==> config.mk <==
export PLATFORM = sky130hd
export DESIGN_NAME = instr_mem_loader
export DESIGN_NICKNAME = d
export VERILOG_FILES = /design/src/rtl/instr_mem_loader.sv
export SDC_FILE = /design/constraint.sdc
export NUM_CORES = 1
export LEC_CHECK = 0
export ABC_CLOCK_PERIOD_IN_PS = 8700
export CELL_PAD_IN_SITES_DETAIL_PLACEMENT = 0
export CELL_PAD_IN_SITES_GLOBAL_PLACEMENT = 1
export CORE_ASPECT_RATIO = 1.75
export CORE_MARGIN = 2
export CORE_UTILIZATION = 45
export CTS_CLUSTER_DIAMETER = 200
export DETAILED_ROUTE_END_ITERATION = 10
export PLACE_DENSITY_LB_ADDON = 0.1
export SETUP_SLACK_MARGIN = 0.4
export SKIP_CTS_REPAIR_TIMING = 1
export SLEW_MARGIN = 40
export SYNTH_ARGS = -nofsm -noshare
export SYNTH_HDL_FRONTEND = slang
export SYNTH_SLANG_ARGS = --single-unit
==> constraint.sdc <==
create_clock -name clk -period 8.7 [get_ports clk]
set_clock_uncertainty 0.2 [all_clocks]
set_input_delay 1.305 -clock clk [delete_from_list [all_inputs] [get_ports clk]]
set_output_delay 1.305 -clock clk [all_outputs]
set_load 0.05 [all_outputs]
==> run_1/met1.png <==
The bar under the picture is 20 µm long. Supply wires on this layer in gray.
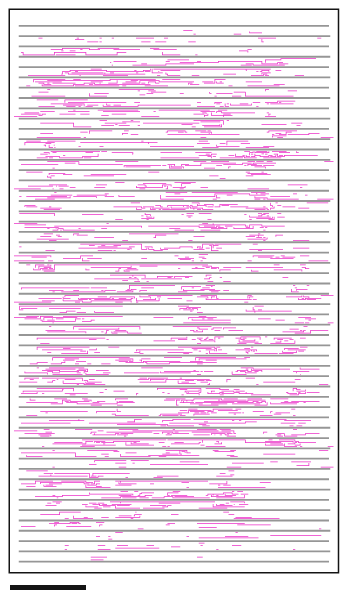
longest straight run	40.5 µm
main direction	horizontal
share of all routed wire	40%
wire length on this layer	5220 µm
GRT met1 Usage: 24.97%
routed vias: 3890
WL final: 12980 µm

==> run_1/gate_families.png <==
The bar under the picture is 20 µm long.
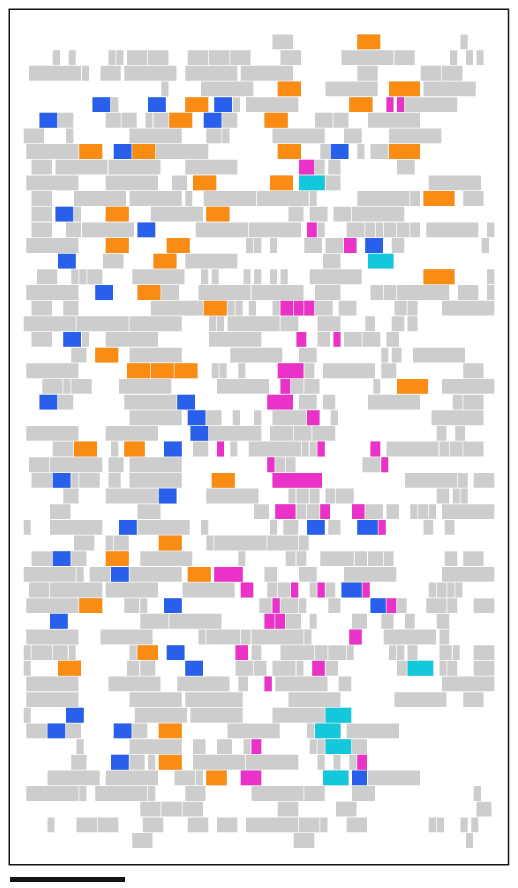
color	family	cells
orange	multiplexers	39
cyan	adder and majority cells	7
magenta	NOR gates	40
blue	AND-OR and OR-AND gates	36
logic share of the area: 37.75%
non-filler cells in the finished layout: 695
Commonest Layout Cell: dfrtp_1

==> run_1/final_congestion.png <==
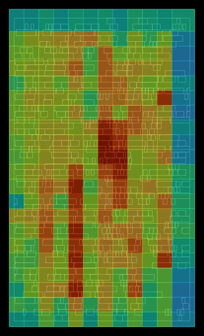
final core utilization: 54.35%
met3 GRT Util: 3.496%
total global-route track usage: 20.92%
M2 GR Usage: 37.69%
Top Usage Layer GRT: met2

==> metrics.cfg, run 1 <==
[clock_tree]
cts_buffers=9
cts_tree=done
clk_pin_slew_ns=0.08
clkLatencyLatePin_ns=0.35
root_buffer=clkbuf_16
clock-sinks=105

[logic_synthesis]
synth.distinct_cells=63
most_common_cell=dfrtp_1
synthTopLogicFamily=AND-OR/OR-AND gates
ys_cells=504
ys_seq_share_pct=49.04
common_cells=105 x dfrtp_1, 51 x nand2_1, 31 x mux2_2
postSynthCellCount=504
syn_area_per_cell_um2=10.63
largest_area_cell=dfrtp_1

[sta]
drv_slew=0
max_freq_mhz=202.7
setup_ws_ns=3.768
setup_viol=0
holdWs_ns=0.2871
worst_slew_pin_slew_ns=0.7780
hold_viol=0

[final_layout]
largest_reg_flops=32
flop_area_um2=2628
final-nonclk-buf-share_pct=10.99
clkCellAreaFrac_pct=4.870
nNonClkBuffers=68
flops=105
sh_seq_area_pct=41.74
nMultiInputCombCells=338
fill_cells=1021
syn2layout_area_growth_pct=17.49

[floorplanning]
die_x_um=86.48
die_area_um2=12830
pin_count=90
taps=135
rows=52

[pwr]
vdd_drop_max_mv=0.2210
switching_power_uw=949.8
clkPwrFrac_pct=19.0
intPower_uw=1231
p_comb_uw=974
maxPowerGroup=combinational cells
p_clk_uw=415
combinationalPowerShare_pct=44.7
switching_share_pct=43.55
pwr_density_cell_nw_per_um2=346.4
total_power_uw=2181

[detailed_routing]
met2_length_um=7206
wl_per_cell_um=18.67
drtPass1Iterations=4

[global_routing]
grt_pass1_wl_um=20790

[worst_setup_path]
critPathTopFamily=simple AND/OR/NAND/NOR gates
critical_path_depth=9
setup.worst_path.end_class=flip-flop
worst_ep_required_time_ns=8.74

[placement]
dpl_cell_area_um2=5961
routabilityCongestion=0.7984
dpl.cell_count=678
dpl.hpwl_um=9164

[min_path]
hold_class=reg2reg
worst_hold_path.num_cells=2

[outcome]
status=completed

[flow_run]
maxCapViolations=0

==> run_1/met3.png <==
The bar under the picture is 20 µm long. Cells faint in the background.
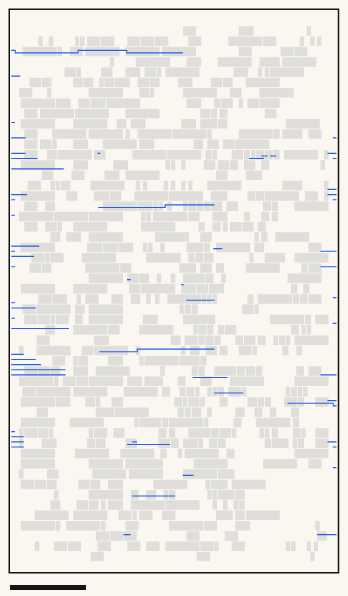

==> run 1 -> run 2 <==
--- a/config.mk
+++ b/config.mk
@@ -5,12 +5,12 @@
 export SDC_FILE = /design/constraint.sdc
 export NUM_CORES = 1
 export LEC_CHECK = 0
-export ABC_CLOCK_PERIOD_IN_PS = 8700
+export ABC_CLOCK_PERIOD_IN_PS = 4150
 export CELL_PAD_IN_SITES_DETAIL_PLACEMENT = 0
 export CELL_PAD_IN_SITES_GLOBAL_PLACEMENT = 1
 export CORE_ASPECT_RATIO = 1.75
 export CORE_MARGIN = 2
-export CORE_UTILIZATION = 45
+export CORE_UTILIZATION = 38
 export CTS_CLUSTER_DIAMETER = 200
 export DETAILED_ROUTE_END_ITERATION = 10
 export PLACE_DENSITY_LB_ADDON = 0.1
==> constraint.sdc (replaced) <==
create_clock -name clk -period 4.15 [get_ports clk]
set_clock_uncertainty 0.2 [all_clocks]
set_input_delay 0.6225 -clock clk [delete_from_list [all_inputs] [get_ports clk]]
set_output_delay 0.6225 -clock clk [all_outputs]
set_load 0.05 [all_outputs]
==> run_2/met3.png <==
The bar under the picture is 20 µm long. Cells faint in the background.
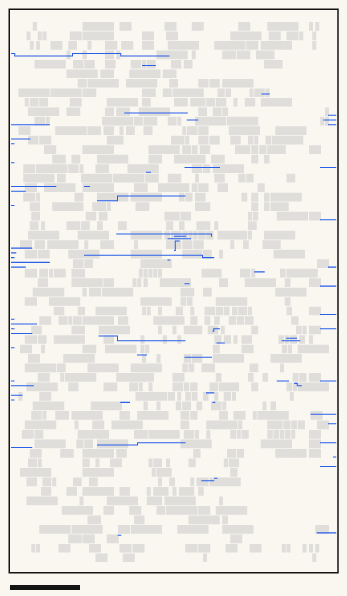
longest straight run	33.8 µm
wire length on this layer	433 µm
met3 GRT Util: 3.871%
routed vias: 3966
WL final: 14310 µm

==> run_2/met1.png <==
The bar under the picture is 20 µm long. Supply wires on this layer in gray.
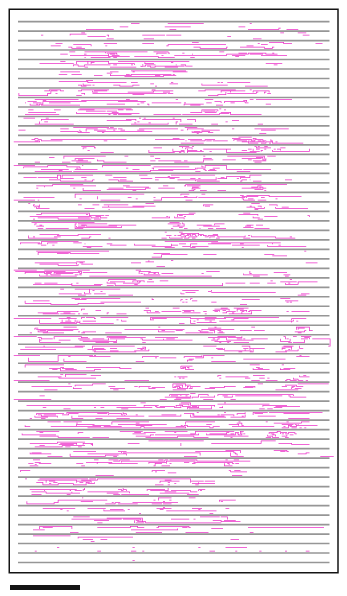
nets with wire on the layer	511
share of all routed wire	39%
main direction	horizontal
GRT met1 Usage: 22.41%

==> run 2 against run 1 <==
Clock-buffer cell count stayed put. Sequential power is 110% higher. Global-route usage shrank 1.2 points. Critical path depth rose by 2.
==> metrics.cfg, run 2 <==
[clock_tree]
cts_tree=done  ; unchanged
cts_buffers=9  ; unchanged
clk_pin_slew_ns=0.07  ; was 0.08 ns
root_buffer=clkbuf_16  ; unchanged
clock-sinks=105  ; unchanged
clkLatencyLatePin_ns=0.35  ; about the same

[sta]
holdWs_ns=0.02496  ; was 0.2871 ns
setup_ws_ns=0.7849  ; was 3.768 ns
setup_viol=0  ; unchanged
drv_slew=0  ; unchanged
hold_viol=0  ; unchanged
worst_slew_pin_slew_ns=0.6331  ; was 0.7780 ns

[placement]
dpl_cell_area_um2=6110  ; was 5961 µm²
dpl.hpwl_um=10280  ; was 9164 µm
routabilityCongestion=0.8088  ; was 0.7984
dpl.cell_count=734  ; was 678

[logic_synthesis]
most_common_cell=dfrtp_1  ; unchanged
synth.distinct_cells=63  ; unchanged
largest_area_cell=dfrtp_1  ; unchanged
common_cells=105 x dfrtp_1, 51 x nand2_1, 31 x mux2_2  ; unchanged
ys_seq_share_pct=49.04  ; unchanged
postSynthCellCount=504  ; unchanged
syn_area_per_cell_um2=10.63  ; unchanged

[pwr]
p_comb_uw=2070  ; was 974 µW
clkPwrFrac_pct=19.5  ; was 19.0%
vdd_drop_max_mv=0.2896  ; was 0.2210 mV
switching_share_pct=42.89  ; was 43.55%
intPower_uw=2646  ; was 1231 µW
maxPowerGroup=combinational cells  ; unchanged
combinationalPowerShare_pct=44.7  ; about the same
p_clk_uw=903  ; was 415 µW
total_power_uw=4634  ; was 2181 µW
switching_power_uw=1988  ; was 949.8 µW

[final_layout]
sh_seq_area_pct=40.89  ; was 41.74%
flop_area_um2=2628  ; unchanged
layout.cells.most_common=dfrtp_1  ; unchanged
clkCellAreaFrac_pct=4.868  ; was 4.870%
nMultiInputCombCells=338  ; unchanged
syn2layout_area_growth_pct=19.94  ; was 17.49%
nNonClkBuffers=81  ; was 68
finalCoreUtilization_pct=46.45  ; was 54.35%
comb_area_share_pct=36.90  ; was 37.75%
final-nonclk-buf-share_pct=11.97  ; was 10.99%
largest_reg_flops=32  ; unchanged
finalNonFillerCells=750  ; was 695

[detailed_routing]
wl_per_cell_um=19.08  ; was 18.67 µm
drtPass1Iterations=5  ; was 4
met2_length_um=7841  ; was 7206 µm

[global_routing]
grt_usage_pct=19.72  ; was 20.92%
grt-busiest-layer=met2  ; unchanged
grtUsageMet2_pct=35.91  ; was 37.69%
grt_pass1_wl_um=22670  ; was 20790 µm

[min_path]
hold_class=in2async  ; was reg2reg

[floorplanning]
die_area_um2=15100  ; was 12830 µm²
taps=177  ; was 135
rows=57  ; was 52
die_x_um=93.76  ; was 86.48 µm
pin_count=90  ; unchanged

[worst_setup_path]
critPathTopFamily=simple AND/OR/NAND/NOR gates  ; unchanged
worst_ep_required_time_ns=4.23  ; was 8.74 ns
cp_slowest_stage_delay_ns=0.62  ; was 0.68 ns
critical_path_depth=11  ; was 9

[outcome]
status=completed  ; unchanged

==> run_2/zoom.png <==
The bar under the picture is 10 µm long. Region (50, 20) to (90, 60) µm. Cells in gray, sequential cells in the stronger gray; small squares are vias.
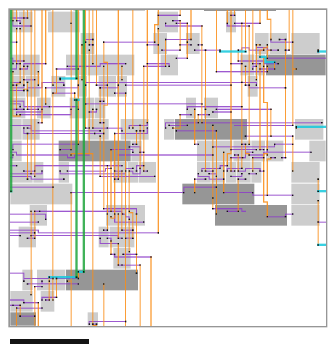
color	layer
green	met4
orange	met2
purple	met1
cyan	met3
cells with their middle in the window	77
most frequent	nand2_1 (11), o21ai_0 (10)
sequential cells in the window	6

No activity file was given, so power comes from the tool's default toggle rates.
